## src/rtl/aidc_lite_pkg.sv

```systemverilog
// aidc_lite_pkg: shared constants, ZRLE code tables and state type for the AIDC-Lite compressors
package aidc_lite_pkg;
    localparam logic [1:0] ALGO_ZRLE      = 2'b01;
    localparam int         ZRLE_NUM_WORDS = 16;
    localparam int         ZRLE_BUF_W     = 128;
    localparam logic [6:0] LEN_4Z    = 7'd6;
    localparam logic [6:0] LEN_3Z_LO = 7'd22;
    localparam logic [6:0] LEN_3Z    = 7'd21;
    localparam logic [6:0] LEN_2Z    = 7'd36;
    localparam logic [6:0] LEN_1Z    = 7'd52;
    localparam logic [6:0] LEN_0Z    = 7'd66;
    // Indexed by non-zero lane mask (bit i = lane i non-zero); prefixes right-aligned
    localparam logic [5:0] ZRLE_PFX [16] = '{
        6'b000000, 6'b000001, 6'b000001, 6'b000010,
        6'b000010, 6'b000011, 6'b000101, 6'b001000,
        6'b000011, 6'b000100, 6'b000110, 6'b001001,
        6'b000111, 6'b001010, 6'b001011, 6'b000011};
    localparam logic [6:0] ZRLE_LEN [16] = '{
        LEN_4Z, LEN_3Z_LO, LEN_3Z, LEN_2Z,
        LEN_3Z, LEN_2Z,    LEN_2Z, LEN_1Z,
        LEN_3Z, LEN_2Z,    LEN_2Z, LEN_1Z,
        LEN_2Z, LEN_1Z,    LEN_1Z, LEN_0Z};
    typedef enum logic [1:0] {IDLE, RUN, FLUSH} zrle_state_t;
endpackage

```

## src/rtl/aidc_lite_zrle_enc.sv

```systemverilog
// aidc_lite_zrle_enc: combinational ZRLE encoding of one 64-bit word into a left-aligned code
module aidc_lite_zrle_enc
    import aidc_lite_pkg::*;
(
    input  logic [63:0] data,
    output logic [65:0] code,
    output logic [6:0]  len
);
    logic [3:0]  m;
    logic [2:0]  plen;
    logic [63:0] lanes;
    logic [6:0]  pos;

    always_comb begin
        m = {|data[63:48], |data[47:32], |data[31:16], |data[15:0]};
        len = ZRLE_LEN[m];
        lanes = '0;
        pos = '0;
        for (int i = 3; i >= 0; i--)
            if (m[i]) begin
                lanes = lanes | ({data[16*i +: 16], 48'b0} >> pos);
                pos = pos + 7'd16;
            end
        plen = 3'(len - pos);
        code = ({ZRLE_PFX[m], 60'b0} << (3'd6 - plen)) | ({lanes, 2'b0} >> plen);
    end
endmodule

```

## src/rtl/aidc_lite_comp_zrle.sv

```systemverilog
// aidc_lite_comp_zrle: zero-run-length compressor, 16x64-bit block in, MSB-first 32-bit words out
module aidc_lite_comp_zrle
    import aidc_lite_pkg::*;
#(
    parameter logic [1:0] ALGO_ID   = ALGO_ZRLE,
    parameter int         NUM_WORDS = ZRLE_NUM_WORDS,
    parameter int         BUF_W     = ZRLE_BUF_W
) (
    input  logic        clk,
    input  logic        rst_n,
    input  logic        valid_i,
    input  logic [63:0] data_i,
    output logic        ready_o,
    output logic        valid_o,
    output logic        sop_o,
    output logic        eop_o,
    output logic [31:0] data_o,
    output logic        done_o,
    output logic [5:0]  size_o
);
    localparam int CW = $clog2(BUF_W + 1);
    localparam int IW = $clog2(NUM_WORDS + 1);

    zrle_state_t    state, state_d;
    logic [BUF_W-1:0] acc, acc_d, acc_ae;
    logic [CW-1:0]  buf_cnt, buf_cnt_d, cnt_ae;
    logic [IW-1:0]  in_cnt, in_cnt_d;
    logic [5:0]     out_cnt, out_cnt_d;
    logic [65:0]    code;
    logic [6:0]     len;
    logic           emit, accept, fin;

    aidc_lite_zrle_enc u_enc (.data(data_i), .code(code), .len(len));

    always_comb begin
        emit = (state == RUN && buf_cnt >= CW'(32)) || (state == FLUSH && buf_cnt != '0);
        cnt_ae = !emit ? buf_cnt : (buf_cnt >= CW'(32) ? buf_cnt - CW'(32) : '0);
        acc_ae = emit ? acc << 32 : acc;
        // Room for a worst-case code guarantees the append never overflows the accumulator
        ready_o = state == IDLE ||
                  (state == RUN && in_cnt < IW'(NUM_WORDS) && cnt_ae <= CW'(BUF_W - 66));
        accept = valid_i && ready_o;
        fin = state == FLUSH && cnt_ae == '0;
        state_d = state;
        acc_d = acc_ae;
        buf_cnt_d = cnt_ae;
        in_cnt_d = in_cnt;
        out_cnt_d = emit ? out_cnt + 6'd1 : out_cnt;
        if (state == IDLE) begin
            if (accept) begin
                acc_d = {ALGO_ID, code, {(BUF_W-68){1'b0}}};
                buf_cnt_d = CW'(len) + CW'(2);
                in_cnt_d = IW'(1);
                out_cnt_d = '0;
                state_d = RUN;
            end
        end else if (accept) begin
            acc_d = acc_ae | ({code, {(BUF_W-66){1'b0}}} >> cnt_ae);
            buf_cnt_d = cnt_ae + CW'(len);
            in_cnt_d = in_cnt + IW'(1);
            state_d = in_cnt == IW'(NUM_WORDS - 1) ? FLUSH : RUN;
        end
        if (fin)
            state_d = IDLE;
    end

    always_ff @(posedge clk) begin
        if (!rst_n) begin
            state   <= IDLE;
            acc     <= '0;
            buf_cnt <= '0;
            in_cnt  <= '0;
            out_cnt <= '0;
            valid_o <= 1'b0;
            sop_o   <= 1'b0;
            eop_o   <= 1'b0;
            done_o  <= 1'b0;
            data_o  <= '0;
            size_o  <= '0;
        end else begin
            state   <= state_d;
            acc     <= acc_d;
            buf_cnt <= buf_cnt_d;
            in_cnt  <= in_cnt_d;
            out_cnt <= out_cnt_d;
            valid_o <= emit;
            sop_o   <= emit && out_cnt == '0;
            eop_o   <= fin;
            done_o  <= fin;
            if (emit)
                data_o <= acc[BUF_W-1 -: 32];
            if (fin)
                size_o <= out_cnt + 6'd1;
        end
    end
endmodule

```

## config.mk

```make
export PLATFORM = sky130hd
export DESIGN_NAME = aidc_lite_comp_zrle
export DESIGN_NICKNAME = d
export VERILOG_FILES = /design/src/rtl/aidc_lite_pkg.sv /design/src/rtl/aidc_lite_zrle_enc.sv /design/src/rtl/aidc_lite_comp_zrle.sv
export SDC_FILE = /design/constraint.sdc
export NUM_CORES = 1
export LEC_CHECK = 0
export CELL_PAD_IN_SITES_DETAIL_PLACEMENT = 1
export CELL_PAD_IN_SITES_GLOBAL_PLACEMENT = 2
export CORE_MARGIN = 5
export CORE_UTILIZATION = 35
export CTS_CLUSTER_DIAMETER = 50
export DETAILED_ROUTE_END_ITERATION = 12
export GPL_ROUTABILITY_DRIVEN = 0
export PLACE_DENSITY_LB_ADDON = 0.1
export SYNTH_ARGS = -nofsm -noshare
export SYNTH_HDL_FRONTEND = slang
export SYNTH_SLANG_ARGS = --single-unit
```

## constraint.sdc

```tcl
create_clock -name clk -period 7.5 [get_ports clk]
set_input_delay 1.5 -clock clk [delete_from_list [all_inputs] [get_ports clk]]
set_output_delay 1.5 -clock clk [all_outputs]
set_load 0.02 [all_outputs]
```

==> notes.md <==
Implementation summary

The flow ran to the end, and the final reports show no timing, DRC or antenna violations. Summed over all routing layers, the global router reports a total usage of 0.385. The final timing report lists clock skew as 0.0165 ns. Across the run, the number of max-cap violations was 0.

The cell type with the largest total area is sky130_fd_sc_hd__dfxtp_1. The clock reaches the later pin of the worst-skew pair after 0.47 ns. The slowest stage of the critical path is the sky130_fd_sc_hd__o21ai_0 cell. The cell area after technology mapping is between 20000 and 25000 sq um. After the flow finishes, the layout carries non-filler instances totaling 3783. The type recorded for the worst min-delay path is flip-flop to flip-flop. Per the post-route antenna check, the number of violating nets is 0. The clock net in this run drives a total of 190 sinks. The share of post-route cells with drive strength above 1 is 0.123. Per STA, the highest per-stage delay on the worst path measures 0.88 ns. The number of cells on the critical path is 20. By count the netlist is led by 514 x sky130_fd_sc_hd__nand2_1, 245 x sky130_fd_sc_hd__nor2_1, 204 x sky130_fd_sc_hd__a21oi_1.

For reference, the most critical setup path is categorized as primary input to flip-flop. The number of warnings printed during yosys synthesis is 0. The chip area from the yosys synthesis statistics is 20300 sq um. According to the timing report, the critical path is launched from data_i[40]. Of the combinational cells, the family taking the most area is AND-OR/OR-AND gates.

Per the synthesis report, the AND-OR/OR-AND share of the synthesized area is 0.353. The worst slack on hold paths is 0.453 ns. The multiplexer share of the synthesized area is 0.109. The total inserted antenna cells is 0.

In this run, placement finished with an instance count of about 3800. The initial antenna violation count is 4. Looking at the worst setup and hold paths, the clock pins of their registers show a slew of 0.08 ns. Summed over all cells, the static leakage comes to 0.00897 uW. Pins over their slew limit in the final report were tallied at 0. The main area contributors are sky130_fd_sc_hd__dfxtp_1 19%, sky130_fd_sc_hd__nand2_1 9.5%, sky130_fd_sc_hd__mux2i_1 7.6%. After layout, the design draws a total of 3820 uW. The die width is 251 microns. The first global-routing pass estimated 184000 microns of wire. The pin closest to its max-slew limit shows a slew of 1.35 ns. The synthesized netlist contains 112 unique library cells. The total number of placement rows is between 80 and 90. The clock tree from TritonCTS is done. The post-synthesis xor/xnor area fraction is 0.00814. The area of the core is roughly 58000 sq um.

The count of endpoints failing setup in the final report is 0. The total CTS buffers is 17. Broken down by cell family, the worst path's largest delay share belongs to AND-OR/OR-AND gates. The share of Yosys cell area claimed by the top area cell type is 0.188. The post-synthesis cell count is 2939.

The total setup buffers inserted after CTS is 0. The number of global-route vias before repair is 26300. The endpoint identified for the worst register-to-register timing path is acc[84]$_SDFF_PN0_. The effective utilization at floorplan is 0.352. Logic depth along the worst register-to-register path is recorded as 13. The number of detailed-routing iterations run before antenna repair is 8. STA puts the critical path data required time at 7.91 ns. The async set-or-reset flop fraction in the synthesized netlist is 0. The final setup slack of the worst path is 0.287 ns.

The number of cells traversed by the worst hold path is 2. The cell chosen for the clock root is sky130_fd_sc_hd__clkbuf_16. The via count of the routed design is 26800. Per the synth log, the flip-flop and latch total comes to 190. The synthesis-to-finish area growth is 15.7%. Per the CTS log, the maximum H-tree level is 4.

STA classifies the critical path startpoint as a primary input. Looking at the clock tree report, the maximum root-to-sink buffer count equals 2. Per the synthesis report, the simple-gate share of the synthesized area is 0.263.

The signal arrival time at the worst endpoint is 7.62 ns. The number of buffer and inverter instances along the worst setup path is 4. The synthesized design contains 0 enable-type register cells. Once layout is complete, the utilization of the core stands at 0.407.

The total half-perimeter wirelength after legalization and detailed placement is 97300 microns. The cell-mix breakdown from Yosys lists the adder-cell area share as 0.0139. The synthesized netlist was found by Yosys to have 2939 cells. The number of ports placed on the die boundary is between 100 and 150. Leaving out fill and tap cells, the most frequent cells in the layout are 510 x sky130_fd_sc_hd__nand2_1, 241 x sky130_fd_sc_hd__nor2_1, 204 x sky130_fd_sc_hd__a21oi_1, 204 x sky130_fd_sc_hd__buf_4, 190 x sky130_fd_sc_hd__dfxtp_1. The detailed-route wire length per cell is 33.7 microns. Once iteration 0 of detailed routing completed, the report listed 3843 DRC markers.

For the final routed database, the setup TNS stands at 0 ns. The leftover overflow at the end of global routing is 0. Per the power-grid run, VDD falls by no more than 0.129 mV. According to the timing report, the critical path is captured at acc[107]$_SDFF_PN0_.

The total tool warning count is 35. Among logic cells in the layout, the one with the most instances is sky130_fd_sc_hd__nand2_1. The hold buffer count at cts is 0. The number of buffers inserted by port buffering is 109. The end point of the worst hold path is data_o[29]$_SDFFE_PN0N_. The post-detailed-route DRC marker count is 0.

Of the available clock period, the critical path in the final layout requires 0.962. Power spread over the standard cell area amounts to 163 nW/um^2. Per the hold report, the tightest min-delay path originates at data_o[29]$_SDFFE_PN0N_. The final tally of hold violations is 0. The report lists the number of cells resized after CTS as 0.

The headroom to the max-slew limit is 0.0938. The maximum number of pins on one net before global-route repair is roughly 110. Timing analysis after detailed placement gives a worst setup slack of about 0.17 ns. Per the timing report, the achievable frequency comes out to 139 MHz.

The area after detailed placement is 22900 sq um. The total wire length after detailed routing is 128000 microns. The die outline area is 62900 sq um. The setup slack of the worst register-to-register path is 1.12 ns.

The post-synthesis net count is slightly above 3000. The type of destination of the critical path is a flip-flop. The average cell area after synthesis is 6.90 sq um. The vertical die dimension is 251 microns. For this run, the detailed router reports a per-instance via density of 7.08. The report shows a maximum critical-path fanout of 16. The commonest register cell is sky130_fd_sc_hd__dfxtp_1. Looking at the gate-level netlist, the highest instance count belongs to sky130_fd_sc_hd__nand2_1. The finished cells cover 23500 sq um.

The final period demand of the worst path is 7.21 ns. The cell sequence reported for the critical path is clkdlybuf4s50_1, nor4_2, nand4_2, buf_4, clkinv_2, ha_1, and3b_1, a221oi_1, mux2_2, o2111ai_1, o221ai_1, a21oi_1, mux2i_1, mux2i_1, a21oi_1, buf_4, a21o_1, o21ai_0, a211o_1, and3_1. Per Yosys stat, the portion of area used by sequential elements is 0.188. Setup repair after global routing left no endpoint under its margin. The origin of the critical flop-to-flop path is state[1]$_SDFFE_PP0P_. The final layout contains between 3000 and 4000 nets.
[metal layers]
metal / vias up / wire (microns) / global-route usage
met2: 1877 / 55400 / 0.600
met3: 485 / 15500 / 0.113
li1: 11200 / - / -
met5: - / 26 / 0
met1: 13200 / 48200 / 0.480
met4: 4 / 8530 / 0.204
[cell type report]
type,instances,area [sq um]
clock inverter,14,171
fill,7231,34100
timing repair buffer,317,2700
multi-input combinational,2439,15200
tap,765,957
sequential,190,3800
inverter,40,156
clock buffer,18,429
[power breakdown]
group	internal, uW	leakage (uW)	total, uW	switching, uW
logic	525	0.00712	1690	1160
registers	1090	0.00155	1170	85.0
clock network	480	0.000295	965	485
[registers in the layout (all words and copies together) (netlist names)]
name and count:
buf_cnt 8, in_cnt 5, done_o 1, out_cnt 6, size_o 6, state 2, data_o 32, acc 128
sop_o 1, valid_o 1
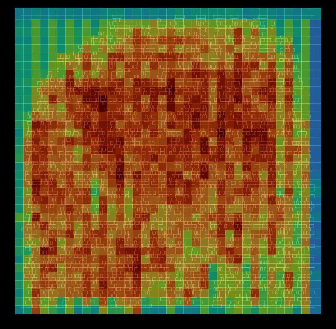
**Above:** routing congestion map.
met1 GRT Util: 0.480
layer with the highest usage: met2
met3 track demand over resource: 0.113

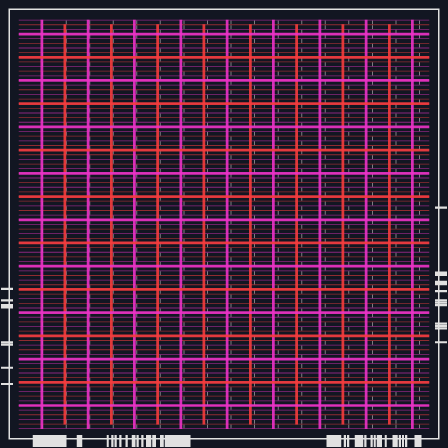
**Above:** floorplan with the power grid.
Pins as bars on the die edge. Tap cells in gray.
legend:
  VSS:
    color: magenta
  VDD:
    color: red
signal pins: 110
met1 rails: 89
met4 straps: 17
rows: 88
met5 straps: 17

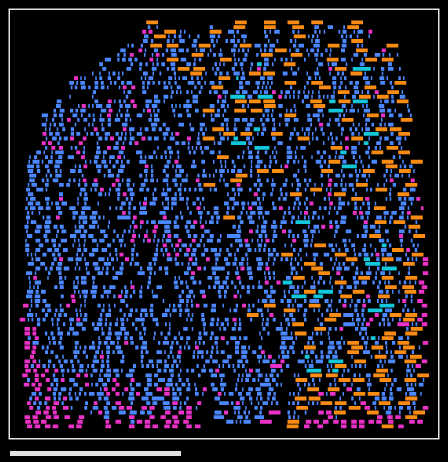
**Above:** placement by cell class.
Bar = 100 microns.
legend:
  remaining buffers and delay cells:
    color: magenta
    cells: 317
  remaining logic cells:
    color: blue
    cells: 2479
  clock drivers and dummy loads:
    color: cyan
    cells: 32
  registers:
    color: orange
    cells: 190

No activity file was given, so power comes from the tool's default toggle rates.
